===== config.mk =====
export PLATFORM = sky130hd
export DESIGN_NAME = uart_rx_edge_sampler
export DESIGN_NICKNAME = d
export VERILOG_FILES = /design/src/rtl/uart_rx_edge_sampler.sv
export SDC_FILE = /design/constraint.sdc
export NUM_CORES = 1
export LEC_CHECK = 0
export CAP_MARGIN = 10
export CORE_ASPECT_RATIO = 0.8
export CORE_MARGIN = 5
export CORE_UTILIZATION = 30
export DETAILED_ROUTE_END_ITERATION = 10
export PLACE_DENSITY = 0.54
export SYNTH_ARGS = -nofsm -noshare
export SYNTH_HDL_FRONTEND = slang
export SYNTH_SLANG_ARGS = --single-unit

===== constraint.sdc =====
create_clock -name CLK -period 4.45 [get_ports CLK]
set_clock_uncertainty 0.2 [all_clocks]
set_input_delay 0.6675 -clock CLK [delete_from_list [all_inputs] [get_ports CLK]]
set_output_delay 0.6675 -clock CLK [all_outputs]
set_load 0.02 [all_outputs]

===== src/rtl/uart_rx_edge_sampler.sv =====
// uart_rx_edge_sampler
// Timing front end of the UART receiver. Counts oversampling edges within a
// bit period and bits within a frame, and takes a 3-sample majority vote of
// the serial line around mid-bit so that single-cycle glitches are rejected.
// All outputs come straight from registers.
module uart_rx_edge_sampler (
    input  logic       CLK,
    input  logic       RST,
    input  logic       RX_IN,
    input  logic [5:0] Prescale,
    input  logic       PAR_EN,
    input  logic       enable,
    input  logic       dat_samp_en,
    output logic [5:0] edge_cnt,
    output logic [3:0] bit_cnt,
    output logic       sampled_bit
);

    logic [5:0] edge_cnt_reg;
    logic [5:0] edge_cnt_next;
    logic [3:0] bit_cnt_reg;
    logic [3:0] bit_cnt_next;
    logic [2:0] samp_reg;
    logic [2:0] samp_next;
    logic [2:0] samp_hit;
    logic       sampled_bit_reg;
    logic       sampled_bit_next;

    logic [3:0] last_bit;
    logic [5:0] edge_last;
    logic       edge_wrap;
    logic [5:0] half;
    logic [5:0] vote_point;
    logic       vote;

    // Stop bit index: one extra bit slot when parity is present.
    assign last_bit   = PAR_EN ? 4'd10 : 4'd9;
    assign edge_last  = Prescale - 6'd1;
    // ">=" keeps edge_cnt bounded even if Prescale shrinks mid-bit.
    assign edge_wrap  = (edge_cnt_reg >= edge_last);
    assign half       = Prescale >> 1;
    assign vote_point = half + 6'd2;
    assign vote       = (samp_reg[0] & samp_reg[1]) |
                        (samp_reg[0] & samp_reg[2]) |
                        (samp_reg[1] & samp_reg[2]);

    // Three consecutive sample points: H-1, H, H+1.
    generate
        for (genvar gi = 0; gi < 3; gi++) begin : g_samp_point
            logic [5:0] samp_point;
            assign samp_point   = half - 6'd1 + 6'(gi);
            assign samp_hit[gi] = (edge_cnt_reg == samp_point);
        end
    endgenerate

    // Next-state logic for the edge and bit counters.
    always_comb begin
        edge_cnt_next = edge_cnt_reg;
        bit_cnt_next  = bit_cnt_reg;
        if (!enable) begin
            edge_cnt_next = 6'd0;
            bit_cnt_next  = 4'd0;
        end else if (edge_wrap) begin
            edge_cnt_next = 6'd0;
            // Also catches bit_cnt above last_bit after a mid-frame PAR_EN change.
            bit_cnt_next  = (bit_cnt_reg >= last_bit) ? 4'd0 : bit_cnt_reg + 4'd1;
        end else begin
            edge_cnt_next = edge_cnt_reg + 6'd1;
        end
    end

    // Next-state logic for the sample register and voted bit.
    always_comb begin
        samp_next        = samp_reg;
        sampled_bit_next = sampled_bit_reg;
        if (!dat_samp_en) begin
            samp_next        = 3'b111;
            sampled_bit_next = 1'b1;
        end else begin
            for (int i = 0; i < 3; i++) begin
                if (samp_hit[i]) begin
                    samp_next[i] = RX_IN;
                end
            end
            if (edge_cnt_reg == vote_point) begin
                sampled_bit_next = vote;
            end
        end
    end

    // Counter registers, cleared asynchronously by RST.
    always_ff @(posedge CLK or negedge RST) begin
        if (!RST) begin
            edge_cnt_reg <= 6'd0;
            bit_cnt_reg  <= 4'd0;
        end else begin
            edge_cnt_reg <= edge_cnt_next;
            bit_cnt_reg  <= bit_cnt_next;
        end
    end

    // Sample and vote registers, idle-high when reset or disabled.
    always_ff @(posedge CLK or negedge RST) begin
        if (!RST) begin
            samp_reg        <= 3'b111;
            sampled_bit_reg <= 1'b1;
        end else begin
            samp_reg        <= samp_next;
            sampled_bit_reg <= sampled_bit_next;
        end
    end

    assign edge_cnt    = edge_cnt_reg;
    assign bit_cnt     = bit_cnt_reg;
    assign sampled_bit = sampled_bit_reg;

endmodule

==> images/layers.png <==
The bar under the picture is 20 um long.
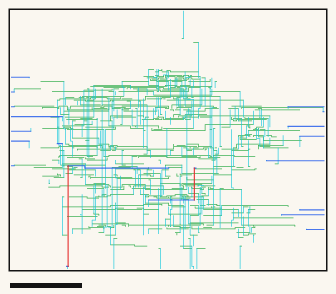
Red stands for M4, wire length 36.7 um. Blue stands for M3, wire length 140 um. Cyan stands for M2, wire length 1150 um. Green stands for M1, wire length 1870 um.
total number of vias: 1174
Routed WL: 3200 um

==> images/closeup.png <==
The bar under the picture is 5 um long. Window x 34 to 54, y 40 to 60 um. Cells in grey, sequential cells in the stronger grey; small squares are vias.
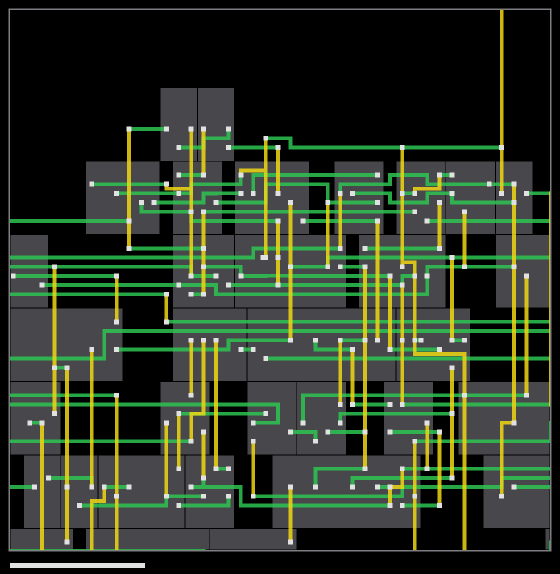
Green stands for M1. Yellow stands for M2.
Most frequent: nor3_1 (5), nand2_1 (3). Sequential cells in the window: 0. 29 logic cells have their middle in the window.

==> impl_metrics.csv <==
group,metric,value,unit
finish,logic_area,1020,sq um
global_route,met3_usage,0.0284,
yosys,synth-edff-count,0,
min_path,holdPathEnd,"sampled_bit",
finish,layout_top_cells_excl_fill_tap,"clkdlybuf4s50_1 (22), ha_1 (17), nand2_1 (14), xor2_1 (13), xnor2_1 (13)",
worst_setup_path,worstSetupEndpoint,"bit_cnt[3]",
timing,timing.final.crit_share,0.807,
finish,sequential_cell_area,355,sq um
finish,final.signal_inverter_count,11,
power_and_ir_drop,power_frac_seq,0.359,
yosys,yosys.cell_types.count,40,
power_and_ir_drop,power_switching_share,0.323,
worst_setup_path,worstReg2RegStart,"edge_cnt[0]",
timing,setup_ws,0.859,ns
placed_design,dp_slack,0.588,ns
worst_setup_path,cp_num_cells,11,
yosys,syn-mean-instance-area,8.64,sq um
timing,setup_repair_after_global_routing_missed_its_margin,"no",
worst_setup_path,cp.arrival,3.52,ns
route,route.top_layer_used,"met4",
worst_setup_path,crit_family,"simple AND/OR/NAND/NOR gates",
yosys,top_cells_by_area,"dfrtp_1 (17%), ha_1 (15%), xnor2_1 (7.9%)",
route,detailedRoute.firstIterationViolations,73,
yosys,yosys_warning_tally,0,
finish,design.seq.count,14,
power_and_ir_drop,power_leader,"registers",
cts,cts-buffers-inserted,3,
timing,setup_viol,0,
timing,achievable_frequency,278,MHz
power_and_ir_drop,ir_drop,102,uV
power_and_ir_drop,clock_net_power,0.000122,W
placed_design,placer_s_final_routability_congestion_estimate,0.780,
power_and_ir_drop,pg_comb,0.000151,W
cts,clock_tree.root_cell,"clkbuf_8",
yosys,fp_nets,196,
yosys,most_frequent_cell_after_synthesis,"ha_1",
yosys,yosys.area_share.adder,0.147,
global_route,antenna_found_initial,0,
route,met2_length,1150,um
route,detail_route.wl_per_cell,13.0,um
worst_setup_path,rr_endpoint,"bit_cnt[3]",
power_and_ir_drop,internal-power,0.000289,W
finish,antenna_cells,0,
global_route,maximum_number_of_pins_on_one_net_before_global_route_repair,16,
min_path,hold_depth,2,
worst_setup_path,reg2reg_depth,8,
yosys,syn-cell-area,1440,sq um
worst_setup_path,timing.critical_path.buf_inv,2,
yosys,synth_compound_gate_area_share,0.139,
global_route,grt_most_used_layer,"met1",
power_and_ir_drop,p_leak,0.739,nW
finish,nonClockBufferCount,23,
finish,largest_cell_class,"multi-input combinational cells",
finish,multi_input_comb_cells,135,
global_route,global_routing_usage_summed_across_all_routing_layers,0.110,
route,wl_met3,139,um
route,final_antenna_net_count,0,
floorplan,pin_count,23,
yosys,synth-xor-area-share,0.173,
timing,timing.final.crit_period,3.59,ns
worst_setup_path,critPathMostFrequentCell,"ha_1",
run,warning_count,29,
power_and_ir_drop,p_total,0.000426,W
timing,timing.slew.headroom,0.553,
route,drt_first_pass_iters,4,
floorplan,die_w,87.5,um
timing,fin_hold_ws,0.314,ns
global_route,gr-total-overflow,0,
floorplan,floorplan.tapcells,60,
finish,area_share_nonclk_buffers,0.129,
route,viasPerCell,4.75,
global_route,grt_first_pass_wirelength,5460,um
cts,postCtsResizedCells,0,
yosys,synth.top_cells.by_count,"ha_1 (17), nand2_1 (14), xnor2_1 (13), xor2_1 (13)",
finish,seq-cell-share,0.201,
floorplan,die.size.y,72.0,um
timing,hold_violations,0,
yosys,ys_chip_area,1440,sq um
yosys,top_area_frac,0.173,
min_path,hold_class,"reg2reg",
worst_setup_path,timing.critical_path.required,4.38,ns
worst_setup_path,setup_crit_end_kind,"flip-flop",
yosys,syn_inst,167,
worst_setup_path,timing.setup.critical_path_class,"in2reg",
yosys,dominantRegCellSynth,"dfrtp_1",
yosys,synthTopLogicFamily,"simple AND/OR/NAND/NOR gates",
power_and_ir_drop,pwr_density_cell,241,nW/um^2
finish,number_of_flip_flops_in_the_largest_register,6,
floorplan,number_of_rows_in_the_core_area,22,
floorplan,die-area,6300,sq um
timing,setup_tns,0,ns
run,cap_violations,0,
yosys,postSynthRegisterBits,14,
cts,clock_insertion_delay_worst_skew,0.24,ns
placed_design,numPlacedInstances,243,
run_status,outcome,"finished, final reports clean",
finish,nFillCells,488,
route,met1Wirelength,1870,um
finish,design_area,1770,sq um
yosys,synth_seq_share,0.246,
cts,numClockSinks,14,
placed_design,dp_hpwl,2540,um
finish,sh_comb_area,0.574,
global_route,grt_use_met2,0.141,
finish,clock_buffers,4,
worst_setup_path,timing.critical_path.from_type,"input port",
cts,path_clk_slew,0.06,ns
cts,cts_setup_buffers,0,
finish,drive_gt1_frac,0.0749,
finish,final-instance-count-excl-fill,247,
yosys,yosysCellCount,167,
Power is estimated from default activity; no workload was simulated.
